run_1/congestion_map.png
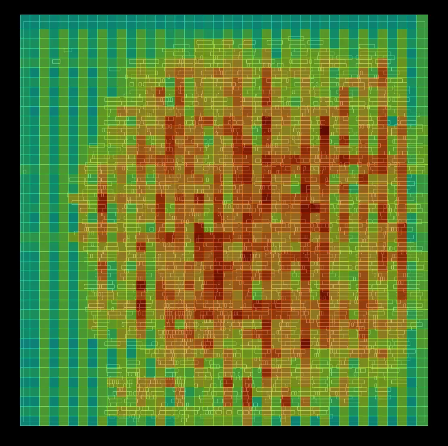
run_1/class_map.png
Scale bar: 100 microns. Fill, decap, tap and diode cells in gray.
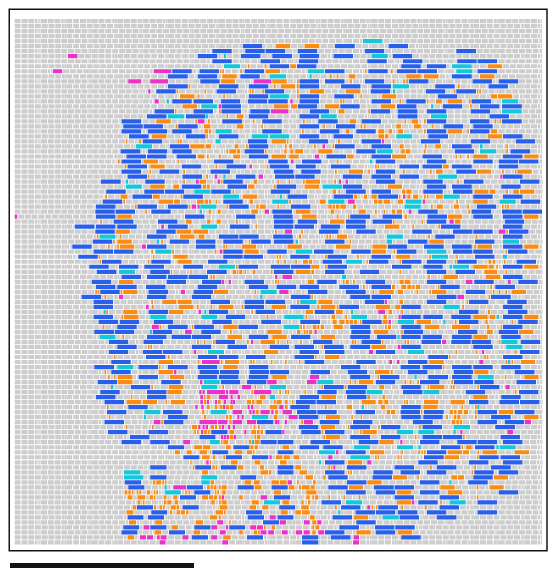
run_1/util_map.png
29 x 29 tiles, from black (low) to pale yellow (high), 0 to 100% covered.
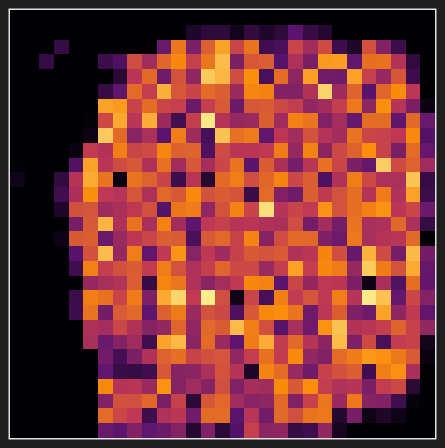
==> config.mk <==
export PLATFORM = sky130hd
export DESIGN_NAME = ppu_line_buffer
export DESIGN_NICKNAME = d
export VERILOG_FILES = /design/src/rtl/ppu_line_buffer.sv
export SDC_FILE = /design/constraint.sdc
export NUM_CORES = 1
export LEC_CHECK = 0
export CAP_MARGIN = 20
export CELL_PAD_IN_SITES_DETAIL_PLACEMENT = 0
export CELL_PAD_IN_SITES_GLOBAL_PLACEMENT = 1
export CORE_AREA = 2 2 289 291
export DETAILED_ROUTE_END_ITERATION = 16
export DIE_AREA = 0 0 291 293
export GPL_TIMING_DRIVEN = 0
export PLACE_DENSITY_LB_ADDON = 0.25
export SYNTH_ARGS = -nofsm -noshare
export SYNTH_HDL_FRONTEND = slang
export SYNTH_SLANG_ARGS = --single-unit
export TNS_END_PERCENT = 100
==> constraint.sdc <==
create_clock -name clk -period 3.7 [get_ports clk]
set_input_delay 0.925 -clock clk [delete_from_list [all_inputs] [get_ports clk]]
set_output_delay 0.925 -clock clk [all_outputs]
set_load 0.02 [all_outputs]
==> out/metrics.csv, run 1 <==
stage,metric,value,unit
yosys,Synth async-reset ratio,0.0698,
place,pre-CTS worst setup slack,-2.17,ns
worst_setup_path,"most used cell, CP",o211ai_1,
sta,post-route minimum period,3.71,ns
yosys,synth warn,0,
sta,"Setup violations, final",1,
flow_run,maxcap violations,0,
yosys,Synth Area in XOR/XNOR,0.00245,
sta,Final Hold Fails,0,
pwr,Flop pwr share,0.443,
sta,cycle use final,1.00,
sta,Worst Skew,0.0251,ns
place,placed instance area,30700,sq um
worst_setup_path,Worst R2R Path Depth,9,
route,DRT Wirelength,86.1,mm
yosys,Post-synth regs,688,
route,met3 wire length,6.39,mm
clock_tree,Sink Count,688,
route,routed vias,16000,
pwr,Tot Pwr,19.5,mW
place,post-DP HPWL,58.3,mm
yosys,dominant synthesized flop cell,edfxtp_1,
final_layout,share of layout cells above drive strength 1,0.219,
yosys,aoi share,0.0238,
worst_setup_path,slowest cell delay on critical path,0.67,ns
pwr,Comb power,3.29,mW
run_status,status,finished with violations,
yosys,Mapped Cells,1681,
yosys,Synth cell types,62,
sta,Max Clk Rate,0.270,GHz
yosys,chip area in the Yosys report,28600,sq um
final_layout,Top Layout Cells,"640 x edfxtp_1, 354 x nor2_1, 160 x mux4_2, 76 x clkbuf_16, 63 x clkbuf_1",
floorplan,Die Area,85300,sq um
route,1st-pass router iterations,5,
pwr,top power group,registers,
worst_setup_path,Critical Path Fanout Max,10,
global_route,largest net degree at the start of global routing,134,
yosys,adder share,0.00701,
final_layout,most frequent logic cell in the layout,edfxtp_1,
yosys,synthesized area,28600,sq um
sta,total negative slack,-0.00868,ns
place,Port Buf Inserts,29,
clock_tree,Latency at later pin,0.62,ns
route,DRT antenna net count,0,
route,mean routed wirelength per cell,29.3,microns
global_route,GR Overflow Total,0,
yosys,Synth Net Count,1723,
worst_setup_path,Worst setup SP type,input port,
clock_tree,Longest Clk Path Bufs,3,
route,via/cell ratio,5.47,
sta,Final WS setup,-0.00868,ns
worst_setup_path,crit path DAT,4.18,ns
floorplan,I/O pin cnt,39,
sta,fin. max-slew vios,0,
route,routed wl met2,41.3,mm
final_layout,nets,1849,
worst_setup_path,Crit. End Element,flip-flop,
worst_setup_path,"Slowest-stage cell, CP",dlygate4sd2_1,
pwr,Seq. pwr,8.65,mW
place,Inst Count DP,2804,
pwr,Power Clock,7.57,mW
pwr,Logic pwr share,0.168,
run_status,failing checks,setup timing,
clock_tree,# Post-CTS Setup Buffers,0,
pwr,Clock power frac,0.388,
pwr,Switching Power,5.00,mW
worst_setup_path,flop2flop setup slack,0.10,ns
yosys,yosys stat cell total,1681,
yosys,Post-synth EDFFs,640,
sta,worst slew pin tran,1.09,ns
route,# DRC,0,
final_layout,max FFs per register,640,
final_layout,# fillers,7341,
global_route,antenna violations before repair,1,
flow_run,Log Warnings,52,
floorplan,row count,105,
worst_setup_path,Worst Path Required,4.17,ns
clock_tree,CTS Buf Count,72,
yosys,Synth mux share,0.156,
yosys,comb area leader,multiplexers,
global_route,vias in the first global route,16600,
pwr,internal power,14.5,mW
worst_setup_path,CP Cell Sequence,dlygate4sd2_1 > clkinv_2 > clkbuf_2 > mux4_2 > o211ai_1 > a311oi_2 > nand3_1 > o211ai_1,
clock_tree,"Clk pin slew, worst setup/hold paths",0.06,ns
-- congestion_map.png (at the start) --
met1 Resource Use GR: 0.268
global routing's busiest layer: met2
GRT Util Overall: 0.203
GR met2 Demand/Resource: 0.331
routing usage on met3: 0.0452

-- class_map.png (at the start) --
Key: orange = remaining logic cells [cells 874]; cyan = clock drivers and dummy loads [cells 131]; magenta = remaining buffers and delay cells [cells 171]; blue = sequential cells [cells 688]
sequential cell area share: 0.613
post-route cell area: 33300 sq um

-- util_map.png (at the start) --
The mean over all tiles is 38%. 24% of the tiles are nearly empty. The fullest tile reaches 96%. The emptiest ninth of the die: north-west. 6.7% of the tiles are over 75% full.
Core Area: 81800 sq um
fp util: 0.349
post-layout util: 0.407

## run 1: timing repair
item	in CTS	in global routing
resized	47	38
endpoints found under the setup margin	120	102
hold buffers	0	0
pin swaps	2	2
## run 1: critical path: cells and delay by family
family | cells | cell delay [ns]
simple gates | 1 | 0.17
compound gates | 3 | 0.90
buf+inv | 3 | 1.62
mux | 1 | 0.53
## run 1: layout make-up
cell class / count / area, sq um / share of cell area
diodes: 1 / 2.50 / 0.0000751
plain buffers: 118 / 683 / 0.0205
clock buffers: 90 / 1960 / 0.0590
clock inverters: 41 / 494 / 0.0148
inverters: 11 / 42.5 / 0.00128
multi-input cells: 863 / 7610 / 0.228
flip-flops and latches: 688 / 20400 / 0.613
well taps: 1070 / 1340 / 0.0402
repair buffers: 53 / 749 / 0.0225
## run 1: synth_stat cells (3+ instances only)
library cell    n  share of area
a2111oi_0       3        0.00092
a211oi_1        5         0.0013
a21oi_1         7         0.0012
a22oi_1         7         0.0018
a31oi_1         7         0.0015
and3_1          4        0.00088
and4_1          3        0.00092
buf_2          27         0.0047
buf_4           8         0.0021
buf_6           8         0.0032
clkbuf_1       73         0.0096
dfrtp_1        48          0.042
edfxtp_1      640           0.67
ha_1           16         0.0070
inv_1           9         0.0012
mux2_1         19         0.0075
mux2_2         25         0.0099
mux2i_1        35          0.012
mux4_2        160           0.13
nand2_1        43         0.0057
nand2b_1       12         0.0026
nand3_1        32         0.0056
nand4_1         6         0.0013
nor2_1        354          0.047
nor2b_1        17         0.0037
nor3_1         12         0.0021
nor3b_1         4         0.0011
nor4_1          5         0.0011
o211ai_1        3        0.00079
o21ai_0        11         0.0019
o21ai_1        11         0.0019
o221ai_1        5         0.0015
o22ai_1        15         0.0033
or3_1           3        0.00066
xor2_1          6         0.0018
run_1/ff_map.png
Scale bar: 100 microns. Other sequential cells in the stronger gray, the rest of the logic in the fainter gray.
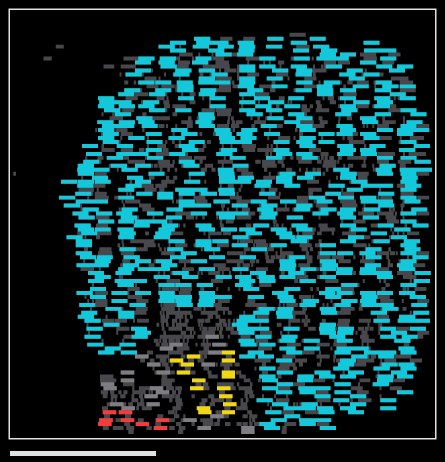

==> run 2: changes to the inputs <==
--- a/config.mk
+++ b/config.mk
@@ -11,6 +11,7 @@
 export CORE_AREA = 2 2 289 291
 export DETAILED_ROUTE_END_ITERATION = 16
 export DIE_AREA = 0 0 291 293
+export DONT_BUFFER_PORTS = 1
 export GPL_TIMING_DRIVEN = 0
 export PLACE_DENSITY_LB_ADDON = 0.25
 export SYNTH_ARGS = -nofsm -noshare
run_2/ff_map.png
Scale bar: 100 microns. Other sequential cells in the stronger gray, the rest of the logic in the fainter gray.
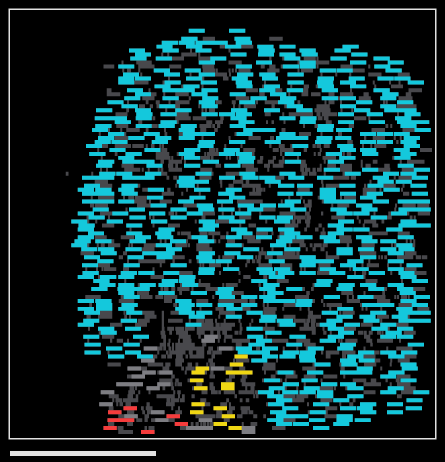
Key: cyan = `mem` [sequential cells 640, where all over the die]; red = `line_num` [sequential cells 8, where south-west]; yellow = `line_len` [sequential cells 16, where south]
Another 24 sequential cells are not colored.
Seq. pwr: 8.68 mW
sequential cell area share: 0.622
post-layout util: 0.401
Flop area: 20400 sq um

==> run 2 against run 1 <==
The run now ends clean. Synthesized cell count unchanged. Count of clock-buffer cells in the layout down 4. Sequential share of layout area grew 0.92 points. Critical endpoint unchanged.
==> out/metrics.csv, run 2 <==
stage,metric,value,unit,change
route,1st-pass router iterations,5,,unchanged
worst_setup_path,"most used cell, CP",buf_2,,was o211ai_1
sta,Final WS setup,0.0261,ns,was -0.00868 ns
floorplan,I/O pin cnt,39,,unchanged
floorplan,row count,105,,unchanged
yosys,synthesized area,28600,sq um,unchanged
yosys,dominant synthesized flop cell,edfxtp_1,,unchanged
global_route,GR Overflow Total,0,,unchanged
clock_tree,Latency at later pin,0.61,ns,was 0.62 ns
final_layout,Top Layout Cells,"640 x edfxtp_1, 354 x nor2_1, 160 x mux4_2, 74 x clkbuf_1, 74 x clkbuf_16",,"was 640 x edfxtp_1, 354 x nor2_1, 160 x mux4_2, 76 x clkbuf_16, 63 x clkbuf_1"
yosys,"area share, top type",0.673,,unchanged
global_route,GRT Util Overall,0.204,,was 0.203
flow_run,maxcap violations,0,,unchanged
final_layout,nets,1821,,was 1849
sta,worst slew pin tran,1.15,ns,was 1.09 ns
place,Port Buf Inserts,0,,was 29
sta,Worst Skew,0.0219,ns,was 0.0251 ns
yosys,synth warn,0,,unchanged
sta,"Setup violations, final",0,,was 1
sta,cycle use final,0.993,,was 1.00
worst_setup_path,flop2flop setup slack,0.13,ns,was 0.10 ns
worst_setup_path,slowest cell delay on critical path,0.54,ns,was 0.67 ns
yosys,Mapped Cells,1681,,unchanged
yosys,Post-synth regs,688,,unchanged
sta,Final Hold Fails,0,,unchanged
clock_tree,Sink Count,688,,unchanged
final_layout,share of layout cells above drive strength 1,0.208,,was 0.219
global_route,largest net degree at the start of global routing,321,,was 134
yosys,Post-synth EDFFs,640,,unchanged
clock_tree,"Clk pin slew, worst setup/hold paths",0.06,ns,about the same
route,via/cell ratio,5.54,,was 5.47
flow_run,Log Warnings,45,,was 52
worst_setup_path,Buf/Inv on CP,4,,was 3
place,Inst Count DP,2773,,was 2804
floorplan,fp util,0.349,,unchanged
yosys,yosys stat cell total,1681,,unchanged
worst_setup_path,"logic depth of the worst path, buffers included",10,,was 8
route,DRT Wirelength,86.5,mm,was 86.1 mm
global_route,GR met2 Demand/Resource,0.337,,was 0.331
global_route,met1 Resource Use GR,0.272,,was 0.268
global_route,global routing's busiest layer,met2,,unchanged
yosys,chip area in the Yosys report,28600,sq um,unchanged
final_layout,most frequent logic cell in the layout,edfxtp_1,,unchanged
clock_tree,CTS Buf Count,73,,was 72
global_route,vias in the first global route,16700,,was 16600
sta,fin. max-slew vios,0,,unchanged
worst_setup_path,crit path DAT,4.14,ns,was 4.18 ns
sta,post-route minimum period,3.67,ns,was 3.71 ns
place,pre-CTS worst setup slack,-1.66,ns,was -2.17 ns
global_route,routing usage on met3,0.0316,,was 0.0452
worst_setup_path,Worst setup SP type,input port,,unchanged
worst_setup_path,CP Cell Sequence,buf_2 > buf_4 > buf_2 > buf_2 > mux4_2 > mux2i_1 > nor2_1 > o31a_1 > a211oi_2 > o211ai_1,,was dlygate4sd2_1 > clkinv_2 > clkbuf_2 > mux4_2 > o211ai_1 > a311oi_2 > nand3_1 > o211ai_1
sta,RSZ-0062 raised after global routing,true,,
final_layout,# fillers,7455,,was 7341
route,DRT antenna net count,0,,unchanged
worst_setup_path,Worst Path Required,4.16,ns,was 4.17 ns
final_layout,Comb area,7580,sq um,was 7610 sq um
floorplan,Core Area,81800,sq um,unchanged
sta,Max Clk Rate,0.272,GHz,was 0.270 GHz
floorplan,Die Area,85300,sq um,unchanged
yosys,Synth cell types,62,,unchanged
yosys,Synth async-reset ratio,0.0698,,unchanged
yosys,Synth Net Count,1723,,unchanged
route,# DRC,0,,unchanged
final_layout,max FFs per register,640,,unchanged
worst_setup_path,Worst R2R Path Depth,10,,was 9
clock_tree,Longest Clk Path Bufs,3,,unchanged
worst_setup_path,CP top delay family,buffers and inverters,,unchanged
yosys,"area leader, netlist",edfxtp_1,,unchanged
worst_setup_path,Crit. End Element,flip-flop,,unchanged
place,post-DP HPWL,57.8,mm,was 58.3 mm
run_status,status,completed,,was finished with violations
worst_setup_path,Critical Path Fanout Max,10,,unchanged
yosys,top post-synthesis cells by count,"640 x edfxtp_1, 354 x nor2_1, 160 x mux4_2",,unchanged
final_layout,ant diodes,0,,was 1
==> run 2: cell families (layout without fill, tap and decap cells) <==
| family | after synthesis | after routing | share of synthesized area |
|---|---|---|---|
| muxes | 239 | 239 | 0.156 |
| DFF | 688 | 688 | 0.715 |
| buffers and inverters | 130 | 283 | 0.0220 |
| xor gates and xnor gates | 8 | 8 | 0.00245 |
| and+or+nand+nor | 502 | 502 | 0.0740 |
| adders and majority gates | 16 | 16 | 0.00701 |
| AOI/OAI and AO/OA | 98 | 98 | 0.0238 |
==> run 2: area by class of cell <==
class,count,share of cell area
Sequential cell,688,0.622
Buffer,119,0.0194
Tap cell,1070,0.0408
Clock buffer,86,0.0578
Multi-Input combinational cell,863,0.231
Inverter,11,0.00126
Timing Repair Buffer,23,0.0120
Clock inverter,44,0.0154
==> run 2: layer usage <==
layer	vias up	wire length, microns
met2	570	41800
li1	6750	-
met3	111	5170
met5	-	11
met1	8645	36500
met4	2	3010
==> run 2: timing repair <==
item / CTS / global route
buffers inserted: 0 / 0
hold endpoints to repair: 48 / 0
resized: 23 / 22
hold buffers: 1 / 0
gates cloned: 0 / 0
setup endpoints to repair: 102 / 62
pin swaps: 1 / 1
==> run 2: report_power, final <==
group	internal, mW	leakage (nW)	switching, mW
clock	4.38	1.17	3.06
sequential	8.58	6.41	0.0988
combinational	1.33	2.81	1.71
total	14.3	10.4	4.87
==> run 2: through the flow <==
stage	utilization	power, mW	hold WS [ns]	cell area, sq um	TNS [ns]
3_3_place_gp	0.365	11.8	0.468	29900	-27.14
3_5_place_dp	0.370	11.9	0.476	30300	-23.22
6_report	0.401	19.2	0.154	32800	0
5_1_grt	0.401	19.8	0.164	32800	-0.0414
4_1_cts	0.400	19.3	0.138	32800	0
2_1_floorplan	-	10.8	0.449	28600	0
Power and IR drop assume default switching activity.
